[src/rtl/rob_pkg.sv]
// Shared ROB entry layout and retirement state encoding; used by both the
// ROB enqueue side and the retirement stage.
package rob_pkg;

  localparam int ENTRY_WIDTH = 73;

  localparam int DONE_BIT     = 0;
  localparam int HAS_DEST_BIT = 1;
  localparam int RD_LSB       = 2;
  localparam int RD_MSB       = 6;
  localparam int RESULT_LSB   = 7;
  localparam int RESULT_MSB   = 38;
  localparam int MISPRED_BIT  = 39;
  localparam int TARGET_LSB   = 40;
  localparam int TARGET_MSB   = 71;
  localparam int EXC_BIT      = 72;

  // Declared MSB first so the packed layout matches the bit constants above.
  typedef struct packed {
    logic        exception;
    logic [31:0] target;
    logic        mispredict;
    logic [31:0] result;
    logic [4:0]  rd;
    logic        has_dest;
    logic        done;
  } rob_entry_t;

  typedef enum logic [1:0] {
    RUN   = 2'd0,
    FLUSH = 2'd1,
    HALT  = 2'd2
  } retire_state_t;

endpackage

[src/rtl/retire_flush_timer.sv]
// Down-counter that holds retirement off for FLUSH_CYCLES cycles after a flush.
module retire_flush_timer #(
  parameter int FLUSH_CYCLES = 2
) (
  input  logic clk,
  input  logic rst,
  input  logic load,
  input  logic dec,
  output logic expire
);

  logic [3:0] count;

  always_ff @(posedge clk) begin
    if (rst) begin
      count <= 4'd0;
    end else if (load) begin
      count <= 4'(FLUSH_CYCLES);
    end else if (dec && count != 4'd0) begin
      count <= count - 4'd1;
    end
  end

  // Expire on the last blocked cycle so RUN resumes exactly FLUSH_CYCLES later.
  assign expire = dec && (count == 4'd1);

endmodule

[src/rtl/rob_retire.sv]
// In-order retirement stage behind the ROB head: ARF commit, mispredict flush,
// exception halt. Optional instret counter enabled by ROB_RETIRE_INSTRET_EN.
module rob_retire
  import rob_pkg::*;
#(
  parameter int PTR_WIDTH    = 3,
  parameter int FLUSH_CYCLES = 2,
  parameter int CNT_WIDTH    = 32
) (
  input  logic                   clk,
  input  logic                   rst,
  input  logic                   deq_valid,
  input  logic [ENTRY_WIDTH-1:0] deq_data,
  input  logic [PTR_WIDTH-1:0]   deq_addr,
  output logic                   deq_ready,
  output logic                   arf_we,
  output logic [4:0]             arf_addr,
  output logic [31:0]            arf_data,
  output logic                   flush,
  output logic                   redirect_valid,
  output logic [31:0]            redirect_pc,
  output logic                   exc_valid,
  output logic [PTR_WIDTH-1:0]   exc_rob_id,
  output logic                   halted,
  output logic [CNT_WIDTH-1:0]   instret
);

  rob_entry_t    entry;
  retire_state_t state, state_next;
  logic          retire_p0, retire_ok_p0, retire_mis_p0, retire_exc_p0;
  logic          flush_expire;

  assign entry = deq_data;

  assign deq_ready     = (state == RUN) & deq_valid & entry.done & ~rst;
  assign retire_p0     = deq_valid & deq_ready;
  assign retire_exc_p0 = retire_p0 & entry.exception;
  assign retire_ok_p0  = retire_p0 & ~entry.exception;
  assign retire_mis_p0 = retire_ok_p0 & entry.mispredict;

  retire_flush_timer #(
    .FLUSH_CYCLES(FLUSH_CYCLES)
  ) u_flush_timer (
    .clk   (clk),
    .rst   (rst),
    .load  (retire_mis_p0),
    .dec   (state == FLUSH),
    .expire(flush_expire)
  );

  always_comb begin
    state_next = state;
    case (state)
      RUN: begin
        if (retire_exc_p0)      state_next = HALT;
        else if (retire_mis_p0) state_next = FLUSH;
      end
      FLUSH:   if (flush_expire) state_next = RUN;
      HALT:    state_next = HALT;
      default: state_next = RUN;
    endcase
  end

  // Stage p0 -> p1: every architectural side effect is registered here.
  always_ff @(posedge clk) begin
    if (rst) begin
      state          <= RUN;
      arf_we         <= 1'b0;
      arf_addr       <= '0;
      arf_data       <= '0;
      flush          <= 1'b0;
      redirect_valid <= 1'b0;
      redirect_pc    <= '0;
      exc_valid      <= 1'b0;
      exc_rob_id     <= '0;
      halted         <= 1'b0;
    end else begin
      state          <= state_next;
      arf_we         <= retire_ok_p0 & entry.has_dest & (entry.rd != 5'd0);
      flush          <= retire_mis_p0;
      redirect_valid <= retire_mis_p0;
      exc_valid      <= retire_exc_p0;
      if (retire_ok_p0) begin
        arf_addr <= entry.rd;
        arf_data <= entry.result;
      end
      if (retire_mis_p0) redirect_pc <= entry.target;
      if (retire_exc_p0) begin
        exc_rob_id <= deq_addr;
        halted     <= 1'b1;
      end
    end
  end

`ifdef ROB_RETIRE_INSTRET_EN
  always_ff @(posedge clk) begin
    if (rst)               instret <= '0;
    else if (retire_ok_p0) instret <= instret + 1'b1;
  end
`else
  assign instret = '0;
`endif

endmodule

[config.mk]
export PLATFORM = sky130hd
export DESIGN_NAME = rob_retire
export DESIGN_NICKNAME = d
export VERILOG_FILES = /design/src/rtl/rob_pkg.sv /design/src/rtl/retire_flush_timer.sv /design/src/rtl/rob_retire.sv
export SDC_FILE = /design/constraint.sdc
export NUM_CORES = 1
export LEC_CHECK = 0
export CAP_MARGIN = 10
export CORE_ASPECT_RATIO = 1.1
export CORE_UTILIZATION = 40
export DETAILED_ROUTE_END_ITERATION = 10
export GPL_ROUTABILITY_DRIVEN = 0
export PLACE_DENSITY = 0.79
export SYNTH_ARGS = -nofsm -noshare
export SYNTH_HDL_FRONTEND = slang
export SYNTH_SLANG_ARGS = --single-unit
[constraint.sdc]
create_clock -name clk -period 2.1 [get_ports clk]
set_input_delay 0.42 -clock clk [delete_from_list [all_inputs] [get_ports clk]]
set_output_delay 0.42 -clock clk [all_outputs]
set_load 0.01 [all_outputs]
==> CHANGELOG.md <==
### Implementation results

- Highest Signal Layer: met4
- CP startpoint kind: input port
- DP Wirelength: around 6500 um
- Pin count of the biggest net entering global routing: 61
- Number of global-route vias before repair: 2847
- RSZ-0062 raised after global routing: no
- Register-to-Register Path Depth: 4
- Synth Area in XOR/XNOR: 0
- Setup crit end kind: primary output
- Post-Layout Cell Count: 635
- Final WL: 9130 um
- R2r endpoint: exc_rob_id[2]
- Post-synth EDFFs: 0
- Fmax: 495 MHz
- Yosys aoi share: 0.0798
- Initial Util: 0.414
- Grt ovf: 0
- Worst-margin pin slew: 0.592 ns
- Tcrit/Tclk final: 0.962
- Setup Slack @ Placement: -0.364 ns
- Log Warnings: 28
- Maxcap violations: 0
- Post-synthesis cell area: 3670 sq um
- Critical path class: input port to primary output
- CTS-repair resized insts: 4
- Vias: 2997
- Reg clk slew, reported paths: 0.08 ns
- Layout Utilization: 0.616
- Hold Crit Start: redirect_pc[16]
- Max_slew headroom: 0.605
- Critical path arrival: 1.60 ns
- Cts hold-fix bufs: 0
- Peak VDD IR: ~0.25 mV
- Flop-to-flop setup slack: around 0.38 ns
- Async S/R FF share, synth: 0
- FF-to-FF Start: state[1]
- Comb area leader: simple AND/OR/NAND/NOR gates
- Min Tclk post-route: around 2.0 ns
- Leak Pwr: 2.17 nW
- Syn Inst Count: approximately 360
- Post-CTS Repair Setup Buffers: 0
- Biggest area cells: dfxtp_1, mux2_4, buf_4
- Yosys simple share: 0.208
- Yosys stat area: 3670 sq um
- CTS Root Buffer Type: clkbuf_8
- Later-pin clock latency in the skew report: 0.35 ns
- Core ar.: 8870 sq um
- Final Setup Violations: 0
- Row count: 36
- Placed Cells: slightly above 600
- Final ANT Viol Nets: 0
- Final Slew Violations: 0
- Crit path DRT: 1.68 ns
- CTS tree: built
- Post-DP Area: 5270 sq um
- Synth area leader: dfxtp_1
- Commonest Layout Cell: clkdlybuf4s50_1
- # Cells Yosys: roughly 360
- Wire per inst: 14.4 um
- Share of cells above drive strength 1: 0.142
- Gr usage total: 0.189
- Hold path endpoint: redirect_pc[16]
- MUX share of area: 0.146
- Yosys Warn Count: 0
- TritonRoute pass-1 iters: 4
- Hold WS: 0.476 ns
- CTS Sinks: a little over 80
- Chip Area: 9570 sq um
- First-pass GRT wire length: approximately 14000 um
- Worst Path Max Fanout: 2
- Power per Cell Area: about 600 nW/um^2
- Area leader share: 0.447
- Post-route DRC: 0
- Adder-cell share of the synthesized area: 0.0102
- Clock buffer count from CTS: 9
- Post-Layout Inst Area: 5460 sq um
- Hold Path Class: flop to flop
- Routed wl met2: 4370 um
- Via density: 4.72
- Hold Crit Depth: 2
- Distinct lib cells: 35
- Port bufs: 156
- Yosys reg bits: 82
- Initial antenna violation count: 0
- Diode count: 0
- Longest Clk Path Bufs: 2
- DR WL met3: 695 um
- Total power: 3.27 mW
- Die Y-Extent: 102 um
- Area growth from synthesis to layout: 48.8%
- Initial drt markers: 76
- Final hold violations: 0
- Clock H-tree levels: 3
- Final worst slack: roughly 0.079 ns
- Die X-Extent: roughly 93 um
- Mapped Avg Cell Area: slightly above 10 sq um
- Boundary pin count: 189
- Status: finished clean
- Seq share, synth: 0.447
- Clk_skew: 0.00723 ns
- # nets final: 601
- Top cells excl fill/tap: clkdlybuf4s50_1, dfxtp_1, nor2b_1
- Setup TNS: 0 ns
- Metal-1 WL: just under 4000 um
- Ys flop type: dfxtp_1
-- how the worst max path moves through the flow --
stage / from / endpoint / cells after the start
3_5_place_dp: deq_valid / deq_ready / 4
3_3_place_gp: deq_valid / deq_ready / 4
2_1_floorplan: rst / deq_ready / 4
5_1_grt: deq_valid / deq_ready / 4
6_report: deq_valid / deq_ready / 4
4_1_cts: deq_valid / deq_ready / 4
-- routing by layer --
layer | global-route usage | vias to the layer above
li1 | - | 1468
met1 | 0.234 | 1401
met2 | 0.312 | 119
met3 | 0.0528 | 9
met4 | 0.0769 | 0
met5 | 0 | -
-- synth_stat cells, drive strengths merged, types with 3 or more instances --
cell type	n
clkbuf	16
inv	6
dfxtp	82
ha	3
o21ai	35
a21oi	13
nor2b	39
nand3	33
mux2	38
nor2	6
nand2b	26
or4	4
buf	41
-- critical path: stages --
cell	delay, ns
clkdlybuf4s50_1	0.48
or4b_4	0.47
nor2_2	0.09
buf_2	0.13
-- power breakdown --
group          internal [mW]  switching, mW  total (mW)  leakage (nW)
combinational          0.287          0.188       0.476          1.41
clock                  0.651          0.528        1.18        0.0943
sequential              1.60         0.0204        1.62         0.665
-- flip-flops by register name (all words and copies together), names as in the netlist --
| register | count |
|---|---|
| u_flush_timer.count | 4 |
| halted | 1 |
| exc_rob_id | 3 |
| arf_we | 1 |
| exc_valid | 1 |
| redirect_pc | 32 |
| arf_data | 32 |
| state | 2 |
| redirect_valid | 1 |
| arf_addr | 5 |
-- cell type report --
| cell class | count | area (sq um) |
|---|---|---|
| multi-input cells | 248 | 1750 |
| fillers | 719 | 3410 |
| well taps | 114 | 143 |
| inverters | 6 | 22.5 |
| clock buffers | 10 | 128 |
| flip-flops and latches | 82 | 1640 |
| clock inverters | 3 | 67.6 |
| repair buffers | 172 | 1710 |
**Pin placement**

(4 px per um) Pins as bars across the die edge, other pins in grey.
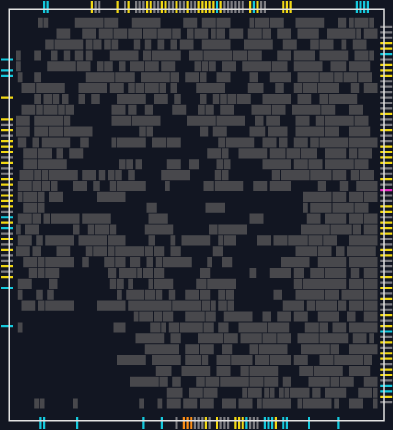
| port | colour | pins | direction | edge |
|---|---|---|---|---|
| instret | cyan | 32 | output | 13 south, 8 north, 7 west, 4 east |
| arf_we | magenta | 1 | output | east |
| deq_addr | orange | 3 | input | south |
| deq_data | yellow | 73 | input | 30 east, 20 north, 17 west, 6 south |
all pins by edge: 70 east, 50 north, 36 west, 33 south

**Routed metal, one colour a layer**

(4 px per um) Only two layers are drawn.
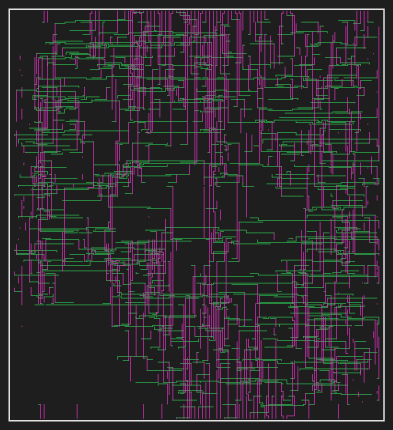
| layer | colour | wire length |
|---|---|---|
| met1 | green | 3960 um |
| met2 | magenta | 4370 um |

**Metal 2**

(4 px per um) Cells faint in the background.
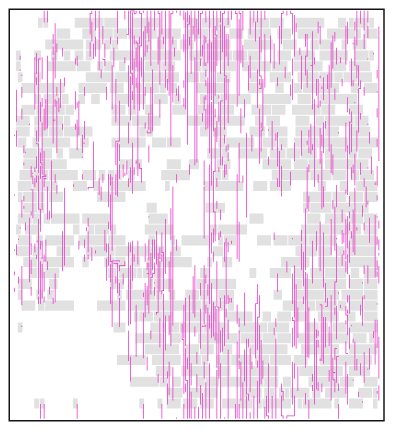
wire length on this layer: 4370 um
main direction: vertical
longest straight run: 35.7 um

Power and IR drop assume default switching activity.
